Figure 1. Clock distribution (run 1).
Scale bar: 100 µm.
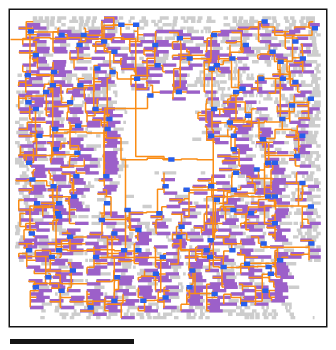
Figure 2. Wire density map (run 1).
Scale bar: 100 µm. The die is cut into 26 by 26 equal tiles; white is low, dark blue is high, scaled to the fullest tile. Values are wire area over tile area, all layers added.
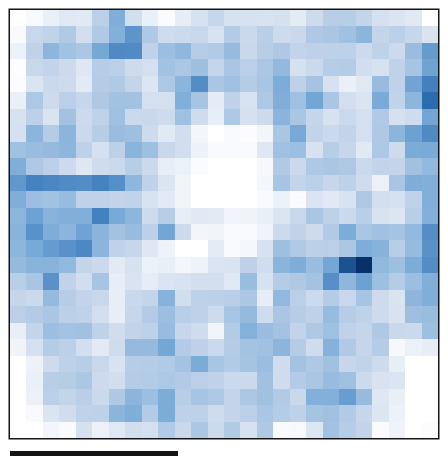
Figure 3. A small window of the routed layout (run 1).
Region (108, 108) to (148, 148) µm. Cells in grey, sequential cells in the stronger grey; small squares are vias.
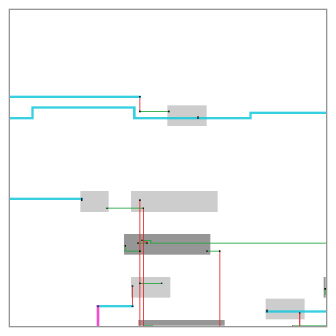
Figure 4. Metal 3 (run 1).
Cells faint in the background.
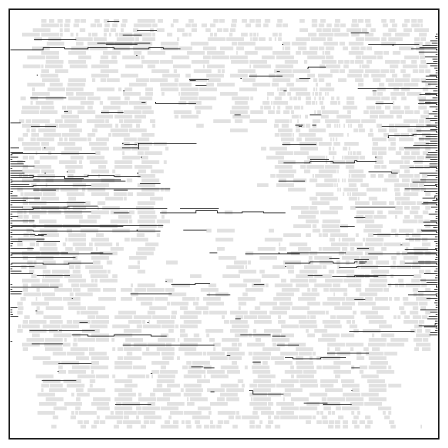
File: src/rtl/osyrys64_pkg.sv
// osyrys64_pkg: shared types for the NPU dispatch sequencer.
//   npu_op_t             - NPU operation encoding carried with each command
//   npu_dispatch_state_t - dispatch FSM state encoding
//   npu_cmd_entry_t      - one queued command: op, operands, destination register
package osyrys64_pkg;

    localparam int NPU_TAG_W = 3;
    localparam int NPU_XLEN  = 64;

    typedef enum logic [1:0] {
        NPU_OP_NONE   = 2'd0,
        NPU_OP_MATMUL = 2'd1,
        NPU_OP_CONV   = 2'd2
    } npu_op_t;

    typedef enum logic [1:0] {
        NPU_ST_IDLE = 2'd0,
        NPU_ST_SEND = 2'd1,
        NPU_ST_WAIT = 2'd2
    } npu_dispatch_state_t;

    typedef struct packed {
        npu_op_t             op;
        logic [NPU_XLEN-1:0] a;
        logic [NPU_XLEN-1:0] b;
        logic [4:0]          rd;
    } npu_cmd_entry_t;

    // Exactly one strobe selects an op; anything else decodes to NONE.
    function automatic npu_op_t npu_decode_op(input logic is_mm, input logic is_conv);
        npu_op_t op;
        case ({is_mm, is_conv})
            2'b10:   op = NPU_OP_MATMUL;
            2'b01:   op = NPU_OP_CONV;
            default: op = NPU_OP_NONE;
        endcase
        return op;
    endfunction

endpackage

File: src/rtl/npu_dispatch_cmd_fifo.sv
// npu_cmd_fifo: synchronous FIFO of command entries with a registered
// occupancy count. Push at full and pop at empty are ignored internally.
module npu_cmd_fifo #(
    parameter type entry_t = logic,
    parameter int  DEPTH   = 4
) (
    input  logic   clk,
    input  logic   rst,
    input  logic   push,
    input  entry_t push_data,
    input  logic   pop,
    output entry_t head,
    output logic   full,
    output logic   empty
);

    localparam int AW = (DEPTH > 1) ? $clog2(DEPTH) : 1;
    localparam int CW = AW + 1;

    entry_t          mem_q [DEPTH];
    logic [AW-1:0]   wr_ptr_q, wr_ptr_d;
    logic [AW-1:0]   rd_ptr_q, rd_ptr_d;
    logic [CW-1:0]   count_q, count_d;
    logic            push_ok, pop_ok;

    assign full    = (count_q == CW'(DEPTH));
    assign empty   = (count_q == '0);
    assign push_ok = push && !full;
    assign pop_ok  = pop && !empty;
    assign head    = mem_q[rd_ptr_q];

    // Next pointers and occupancy; pointers wrap naturally for power-of-two depth.
    always_comb begin
        wr_ptr_d = push_ok ? wr_ptr_q + 1'b1 : wr_ptr_q;
        rd_ptr_d = pop_ok  ? rd_ptr_q + 1'b1 : rd_ptr_q;
        count_d  = count_q + CW'(push_ok) - CW'(pop_ok);
    end

    // Pointer and count registers.
    always_ff @(posedge clk or posedge rst) begin
        if (rst) begin
            wr_ptr_q <= '0;
            rd_ptr_q <= '0;
            count_q  <= '0;
        end else begin
            wr_ptr_q <= wr_ptr_d;
            rd_ptr_q <= rd_ptr_d;
            count_q  <= count_d;
        end
    end

    // Storage array; contents are don't-care until written, so no reset.
    always_ff @(posedge clk) begin
        if (push_ok) begin
            mem_q[wr_ptr_q] <= push_data;
        end
    end

endmodule

File: src/rtl/npu_dispatch.sv
// npu_dispatch: queues decoded NPU instructions, issues them one at a time
// over a valid/ready command channel with a rolling tag, and retires a
// one-cycle register writeback when the matching tagged response returns.
// Optional: define NPU_DISPATCH_TIMEOUT_EN to abort WAIT after TIMEOUT cycles.
//
// state | meaning
// IDLE  | nothing in flight, waiting for the queue to fill
// SEND  | head entry presented on the command channel
// WAIT  | command accepted, waiting for the response carrying its tag
module npu_dispatch
    import osyrys64_pkg::*;
#(
    parameter int XLEN    = 64,
    parameter int DEPTH   = 4,
    parameter int TIMEOUT = 1024
) (
    input  logic                 clk,
    input  logic                 rst,
    input  logic                 issue_valid,
    input  logic                 is_npu_matrix_mul,
    input  logic                 is_npu_conv,
    input  logic [XLEN-1:0]      rs1_data,
    input  logic [XLEN-1:0]      rs2_data,
    input  logic [4:0]           rd_addr,
    output logic                 issue_ready,
    output logic                 npu_cmd_valid,
    output npu_op_t              npu_cmd_op,
    output logic [XLEN-1:0]      npu_cmd_a,
    output logic [XLEN-1:0]      npu_cmd_b,
    output logic [NPU_TAG_W-1:0] npu_cmd_tag,
    input  logic                 npu_cmd_ready,
    input  logic                 npu_rsp_valid,
    input  logic [NPU_TAG_W-1:0] npu_rsp_tag,
    input  logic [XLEN-1:0]      npu_rsp_data,
    output logic                 wb_valid,
    output logic [4:0]           wb_rd,
    output logic [XLEN-1:0]      wb_data,
    output logic                 busy,
    output logic                 timeout_err
);

    // Entry operands are sized by the package; the instance must agree.
    if (XLEN != NPU_XLEN) begin : g_bad_xlen
        $error("npu_dispatch: XLEN must equal NPU_XLEN");
    end
    if (TIMEOUT < 2) begin : g_bad_timeout
        $error("npu_dispatch: TIMEOUT must be at least 2");
    end
    if (DEPTH < 2 || (DEPTH & (DEPTH - 1)) != 0) begin : g_bad_depth
        $error("npu_dispatch: DEPTH must be a power of two >= 2");
    end

    npu_dispatch_state_t  state_q, state_d;
    logic                 cmd_valid_q, cmd_valid_d;
    logic [NPU_TAG_W-1:0] tag_q, tag_d;
    logic [NPU_TAG_W-1:0] wtag_q, wtag_d;
    logic [4:0]           wrd_q, wrd_d;
    logic                 wb_valid_q, wb_valid_d;
    logic [4:0]           wb_rd_q, wb_rd_d;
    logic [XLEN-1:0]      wb_data_q, wb_data_d;

    npu_cmd_entry_t       push_entry, fifo_head;
    logic                 fifo_push, fifo_pop, fifo_full, fifo_empty;
    logic                 rsp_hit, has_next;

`ifdef NPU_DISPATCH_TIMEOUT_EN
    localparam int TW = $clog2(TIMEOUT);
    logic [TW-1:0]        tmo_q, tmo_d;
    logic                 tmo_err_q, tmo_err_d;
`endif

    assign fifo_push  = issue_valid && issue_ready && (is_npu_matrix_mul ^ is_npu_conv);
    assign fifo_pop   = (state_q == NPU_ST_SEND) && npu_cmd_ready;
    assign push_entry = '{op: npu_decode_op(is_npu_matrix_mul, is_npu_conv),
                          a:  rs1_data,
                          b:  rs2_data,
                          rd: rd_addr};

    npu_cmd_fifo #(
        .entry_t (npu_cmd_entry_t),
        .DEPTH   (DEPTH)
    ) u_fifo (
        .clk       (clk),
        .rst       (rst),
        .push      (fifo_push),
        .push_data (push_entry),
        .pop       (fifo_pop),
        .head      (fifo_head),
        .full      (fifo_full),
        .empty     (fifo_empty)
    );

    // WAIT never pops, so a same-cycle push is the only way the queue gains an entry.
    assign rsp_hit  = (state_q == NPU_ST_WAIT) && npu_rsp_valid && (npu_rsp_tag == wtag_q);
    assign has_next = !fifo_empty || fifo_push;

    // Command fields come straight from the FIFO head, which only moves on accept.
    assign issue_ready   = !fifo_full;
    assign npu_cmd_valid = cmd_valid_q;
    assign npu_cmd_op    = cmd_valid_q ? fifo_head.op : NPU_OP_NONE;
    assign npu_cmd_a     = cmd_valid_q ? fifo_head.a  : '0;
    assign npu_cmd_b     = cmd_valid_q ? fifo_head.b  : '0;
    assign npu_cmd_tag   = cmd_valid_q ? tag_q        : '0;
    assign wb_valid      = wb_valid_q;
    assign wb_rd         = wb_rd_q;
    assign wb_data       = wb_data_q;
    assign busy          = (state_q != NPU_ST_IDLE) || !fifo_empty;
`ifdef NPU_DISPATCH_TIMEOUT_EN
    assign timeout_err   = tmo_err_q;
`else
    assign timeout_err   = 1'b0;
`endif

    // Next-state and registered-output logic for the dispatch sequencer.
    always_comb begin
        state_d     = state_q;
        cmd_valid_d = cmd_valid_q;
        tag_d       = tag_q;
        wtag_d      = wtag_q;
        wrd_d       = wrd_q;
        wb_valid_d  = 1'b0;
        wb_rd_d     = wb_rd_q;
        wb_data_d   = wb_data_q;
`ifdef NPU_DISPATCH_TIMEOUT_EN
        tmo_d       = tmo_q;
        tmo_err_d   = tmo_err_q;
`endif
        case (state_q)
            NPU_ST_IDLE: begin
                if (!fifo_empty) begin
                    state_d     = NPU_ST_SEND;
                    cmd_valid_d = 1'b1;
                end
            end
            NPU_ST_SEND: begin
                if (npu_cmd_ready) begin
                    state_d     = NPU_ST_WAIT;
                    cmd_valid_d = 1'b0;
                    wrd_d       = fifo_head.rd;
                    wtag_d      = tag_q;
                    tag_d       = tag_q + 1'b1;
`ifdef NPU_DISPATCH_TIMEOUT_EN
                    tmo_d       = TW'(TIMEOUT - 1);
`endif
                end
            end
            NPU_ST_WAIT: begin
                if (rsp_hit) begin
                    wb_valid_d  = 1'b1;
                    wb_rd_d     = wrd_q;
                    wb_data_d   = npu_rsp_data;
                    state_d     = has_next ? NPU_ST_SEND : NPU_ST_IDLE;
                    cmd_valid_d = has_next;
                end
`ifdef NPU_DISPATCH_TIMEOUT_EN
                else if (tmo_q == '0) begin
                    tmo_err_d   = 1'b1;
                    wb_valid_d  = 1'b1;
                    wb_rd_d     = wrd_q;
                    wb_data_d   = '0;
                    state_d     = has_next ? NPU_ST_SEND : NPU_ST_IDLE;
                    cmd_valid_d = has_next;
                end else begin
                    tmo_d       = tmo_q - 1'b1;
                end
`endif
            end
            default: begin
                state_d     = NPU_ST_IDLE;
                cmd_valid_d = 1'b0;
            end
        endcase
    end

    // Sequencer registers; reset abandons any in-flight command.
    always_ff @(posedge clk or posedge rst) begin
        if (rst) begin
            state_q     <= NPU_ST_IDLE;
            cmd_valid_q <= 1'b0;
            tag_q       <= '0;
            wtag_q      <= '0;
            wrd_q       <= '0;
            wb_valid_q  <= 1'b0;
            wb_rd_q     <= '0;
            wb_data_q   <= '0;
`ifdef NPU_DISPATCH_TIMEOUT_EN
            tmo_q       <= '0;
            tmo_err_q   <= 1'b0;
`endif
        end else begin
            state_q     <= state_d;
            cmd_valid_q <= cmd_valid_d;
            tag_q       <= tag_d;
            wtag_q      <= wtag_d;
            wrd_q       <= wrd_d;
            wb_valid_q  <= wb_valid_d;
            wb_rd_q     <= wb_rd_d;
            wb_data_q   <= wb_data_d;
`ifdef NPU_DISPATCH_TIMEOUT_EN
            tmo_q       <= tmo_d;
            tmo_err_q   <= tmo_err_d;
`endif
        end
    end

endmodule

File: config.mk
export PLATFORM = sky130hd
export DESIGN_NAME = npu_dispatch
export DESIGN_NICKNAME = d
export VERILOG_FILES = /design/src/rtl/osyrys64_pkg.sv /design/src/rtl/npu_dispatch_cmd_fifo.sv /design/src/rtl/npu_dispatch.sv
export SDC_FILE = /design/constraint.sdc
export NUM_CORES = 1
export LEC_CHECK = 0
export CORE_MARGIN = 4
export CORE_UTILIZATION = 40
export CTS_BUF_LIST = sky130_fd_sc_hd__clkbuf_8
export CTS_CLUSTER_DIAMETER = 30
export CTS_CLUSTER_SIZE = 28
export DETAILED_ROUTE_END_ITERATION = 12
export GPL_TIMING_DRIVEN = 1
export PLACE_DENSITY_LB_ADDON = 0.15
export SYNTH_ARGS = -nofsm -noshare
export SYNTH_HDL_FRONTEND = slang
export SYNTH_HIERARCHICAL = 1
export SYNTH_SLANG_ARGS = --single-unit
File: constraint.sdc
create_clock -name clk -period 6.07 [get_ports clk]
set_input_delay 1.214 -clock clk [delete_from_list [all_inputs] [get_ports clk]]
set_output_delay 1.214 -clock clk [all_outputs]
set_load 0.05 [all_outputs]
==> out/metrics.yaml, run 1 <==
p_leak_nw: 11.3
grt_antenna_before_repair: 9
holdBufCountCts: 0
warnings: 30
critPathArrivalTime_ps: 3510
p_comb_frac: 0.396
clockBufferDepth: 3
portBuffers: 412
switching_power_mw: 6.46
drive_gt1_frac: 0.262
hold_depth: 2
cts-root-buf: "clkbuf_8"
final.period_utilization: 0.779
end_kind: "output port"
status: "finished, final reports clean"
die_x_um: 255
fin_hold_ws_ps: 479
holdPathEnd: "wrd_q[4]"
grt_setup_unrepaired: "false"
top_cell_area_share: 0.662
seq_power_share: 0.334
drtIter0Drc: 647
cp_slowest_stage_delay_ps: 900
flop-count: 631
hp-start: "wrd_q[4]"
comb-power_mw: 6.88
grt_overflow: 0
cts-resized-gates: 0
yosys-top-cells-area: "edfxtp_1 66%, mux4_2 12%, dfrtp_1 9.3%"
fin_util: 0.536
maxCapViolCount: 0
drtPass1Iterations: 5
largest_reg_flops: 540
clk_pin_slew_ps: 60
fin_crit_ps: 4730
yosys_warnings: 6
layout_top_cells: "540 x edfxtp_1, 412 x clkdlybuf4s50_1, 137 x clkbuf_8"
top_power_group: "combinational cells"
About Figure 1:
[purple] flip-flops | count: 631
[blue] clock drivers | count: 132
[orange] clock wires | length: 8410 µm
flops lie: spread over the die
routed clock nets: 133
Final Skew: 33.1 ps
clk latency late pin: 740 ps
clock network power share: 0.270
clock network power: 4.69 mW

About Figure 2:
mean over tiles: 0.14
nearly empty tiles: 5.2%
tiles over half the peak: 6.2%
emptiest ninth of the die: middle
fullest tile: 0.50
Via Count: 12.4k
total track usage: 0.172

About Figure 3:
| colour | layer |
|---|---|
| magenta | metal 4 |
| cyan | metal 3 |
| green | metal 1 |
| red | metal 2 |
sequential cells in the window: 1
cells with their middle in the window: 6
netlist names of flops here include: u_fifo/mem_q (1)
most frequent: clkbuf_8 (3)

About Figure 4:
longest straight run: 95.0 µm
wire length on this layer: 3990 µm
share of all routed wire: 7.1%
nets with wire on the layer: 237
main direction: horizontal
Detailed Route WL: 55900 µm
met3 Track Usage GR: 0.0646

## run 1: cells by family (layout without fill, tap and decap cells)
logic type	Yosys count	count (layout)	synth area share
XOR/XNOR	9	9	0.00322
multiplexers	204	204	0.167
buffers and inverters	70	696	0.0202
flip-flops	631	631	0.755
AND/OR/NAND/NOR	189	189	0.0462
other	1	3	0.000153
adder cells (fa/ha/maj)	10	10	0.00542
AND-OR/OR-AND	10	10	0.00286
## run 1: layer usage
metal	wire, µm	vias to the layer above	track usage
li1	-	5544	-
met1	22600	6332	0.207
met2	28200	383	0.286
met3	3990	97	0.0646
met4	1050	12	0.0596
met5	82	-	0
## run 1: critical path, delay by kind of cell, from the launching register on
family / cells / cell delay (ps)
buffers and inverters: 2 / 1130
DFF: 1 / 900
muxes: 1 / 530
and+or+nand+nor: 1 / 200
Figure 5. Clock wiring as the flow saved it (run 1).
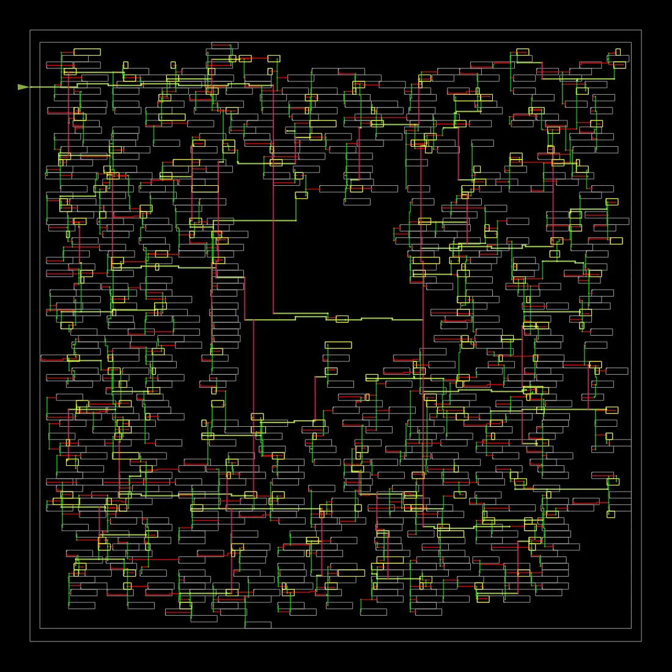

==> run 2, diff against run 1 <==
- clock period: 6.07 -> 4.8 ns (I/O delays scaled with it)
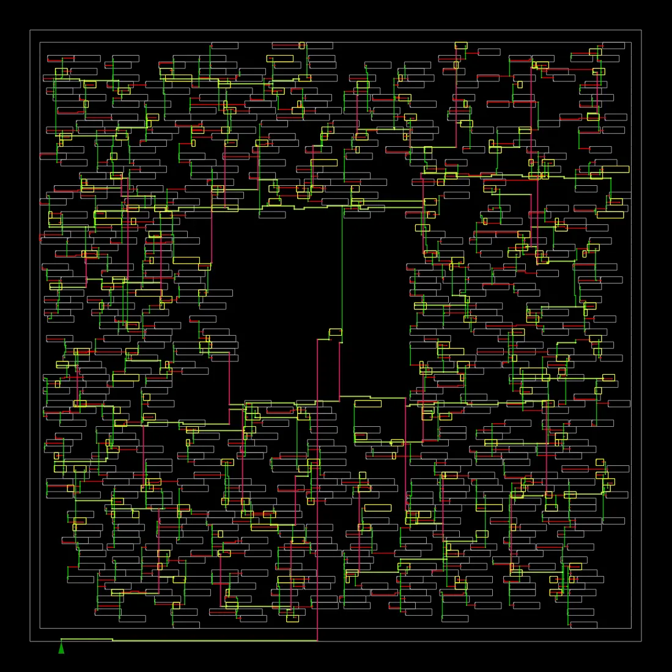
Figure 6: run 2, clock wiring as the flow saved it.
clk sinks: 631
flip-flops: 631
clk latency late pin: 750 ps
clock network power: 6.08 mW

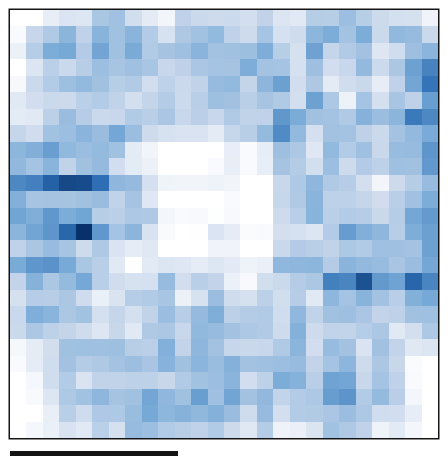
Figure 7: run 2, wire density map.
Scale bar: 100 µm. The die is cut into 26 by 26 equal tiles; white is low, dark blue is high, scaled to the fullest tile. Values are wire area over tile area, all layers added.
emptiest ninth of the die: middle
mean over tiles: 0.14
fullest tile: 0.46
WL/cell: 22.0 µm
Via Count: 12.5k
Detailed Route WL: 55800 µm
total track usage: 0.171

==> run 2 against run 1 <==
  * Sequential cell count is the same
  * Clock power rose by about 30%
  * Global-route usage decreased by 0.067 points
  * Combinational power grew 27%
  * Hold slack improved by 3.8 ps
  * Synthesized cell count unchanged
  * Sequential power is 28% higher
  * Design area rose by 0.50%
  * Setup slack got worse by 920 ps
  * Total power increased by 28%
  * Highest routed layer unchanged
  * First-iteration DRC count shrank 1.1%
  * Wire length decreased by 0.15%
==> out/metrics.yaml, run 2 <==
synthMuxAreaShare: 0.167  # unchanged
met3_usage: 0.0606  # -0.00396
layout_top_cells: "540 x edfxtp_1, 412 x clkdlybuf4s50_1, 136 x clkbuf_8"
status: "finished, final reports clean"
drive_gt1_frac: 0.262  # about the same
grt_setup_unrepaired: "false"
yosys_warnings: 6  # unchanged
wl_met1_um: 22500  # -0.56%
layout.cells.most_common: "edfxtp_1"
holdBufCountCts: 0  # unchanged
fin_hold_ws_ps: 482  # +3.76 ps
comb_share: 0.169
portBuffers: 412  # unchanged
cts-resized-gates: 0  # unchanged
cp_slowest_stage_delay_ps: 880  # -20 ps
grt_antenna_before_repair: 9  # unchanged
comb-power_mw: 8.72  # +27%
warnings: 30  # unchanged
grt_use_met2: 0.286  # about the same
maxCapViolCount: 0  # unchanged
p_leak_nw: 11.4  # +0.66%
drtPass1Iterations: 4  # -1
clk_pin_slew_ps: 50  # about the same
end_kind: "output port"
worstPathBufferInverterCount: 2  # unchanged
logic_family: "multiplexers"
met1_usage: 0.208  # +0.000640
largest_reg_flops: 540  # unchanged
fin_util: 0.539  # +0.00267
top_layer_used: "met5"
dr_wl_met3_um: 3710  # -7.0%
seq_power_share: 0.333  # about the same
syn_to_final_growth_pct: 33.0
simple_gate_area_frac: 0.0462  # unchanged
clockBufferDepth: 3  # unchanged
gr-max-usage-layer: "met2"
cts-root-buf: "clkbuf_8"
grt_overflow: 0  # unchanged
xor_area_frac: 0.00322  # unchanged
switching_power_mw: 8.18  # +27%
num_io_pins: 414
syn_avg_cell_area_um2: 21.8
p_comb_frac: 0.393  # -0.003
yosys-top-cells-area: "edfxtp_1 66%, mux4_2 12%, dfrtp_1 9.3%"
top_cell_area_share: 0.662  # unchanged
critPathTopFamily: "buffers and inverters"
drtIter0Drc: 640  # -1.1%
syn_inst: 1124
aoi_share: 0.00286  # unchanged
critPathArrivalTime_ps: 3410  # -100 ps
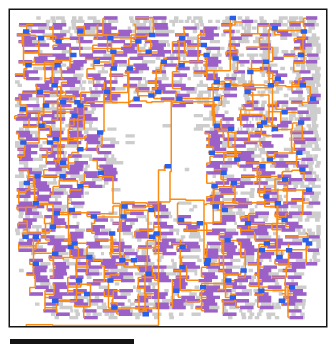
Figure 8: run 2, clock distribution.
Scale bar: 100 µm.
[blue] clock drivers | count: 133
[purple] flip-flops | count: 631
[orange] clock wires | length: 8400 µm
flops lie: spread over the die
Final Skew: 42.5 ps
clock network power share: 0.274

## run 2: cell count changes in the layout (fill, tap and decap cells not counted), sizes merged
cell,delta
bufinv,+3
buf,+2
diode,+2
inv,+2
clkbuf,-1
clkinv,+1
clkinvlp,-1
## run 2: final timing paths
kind                                    startpoint            endpoint  slack, ps  cells past startpoint
worst max-delay path            u_fifo/rd_ptr_q[0]        npu_cmd_b[0]        430                      4
worst min-delay path                      wrd_q[4]            wrd_q[4]        480                      2
worst max register to register          state_q[0]   u_fifo/count_q[2]       2090                     11
worst min register to register            wrd_q[4]            wrd_q[4]        480                      2
max in group asynchronous                      rst          wb_data[9]       3110                      3
min in group asynchronous                      rst  u_fifo/wr_ptr_q[0]        510                      2
## run 2: worst min-delay path: cells and delay by family (launching register included)
kind,cells,cell delay (ps)
flops,1,350
simple gates,2,100
Power and IR drop assume default switching activity.
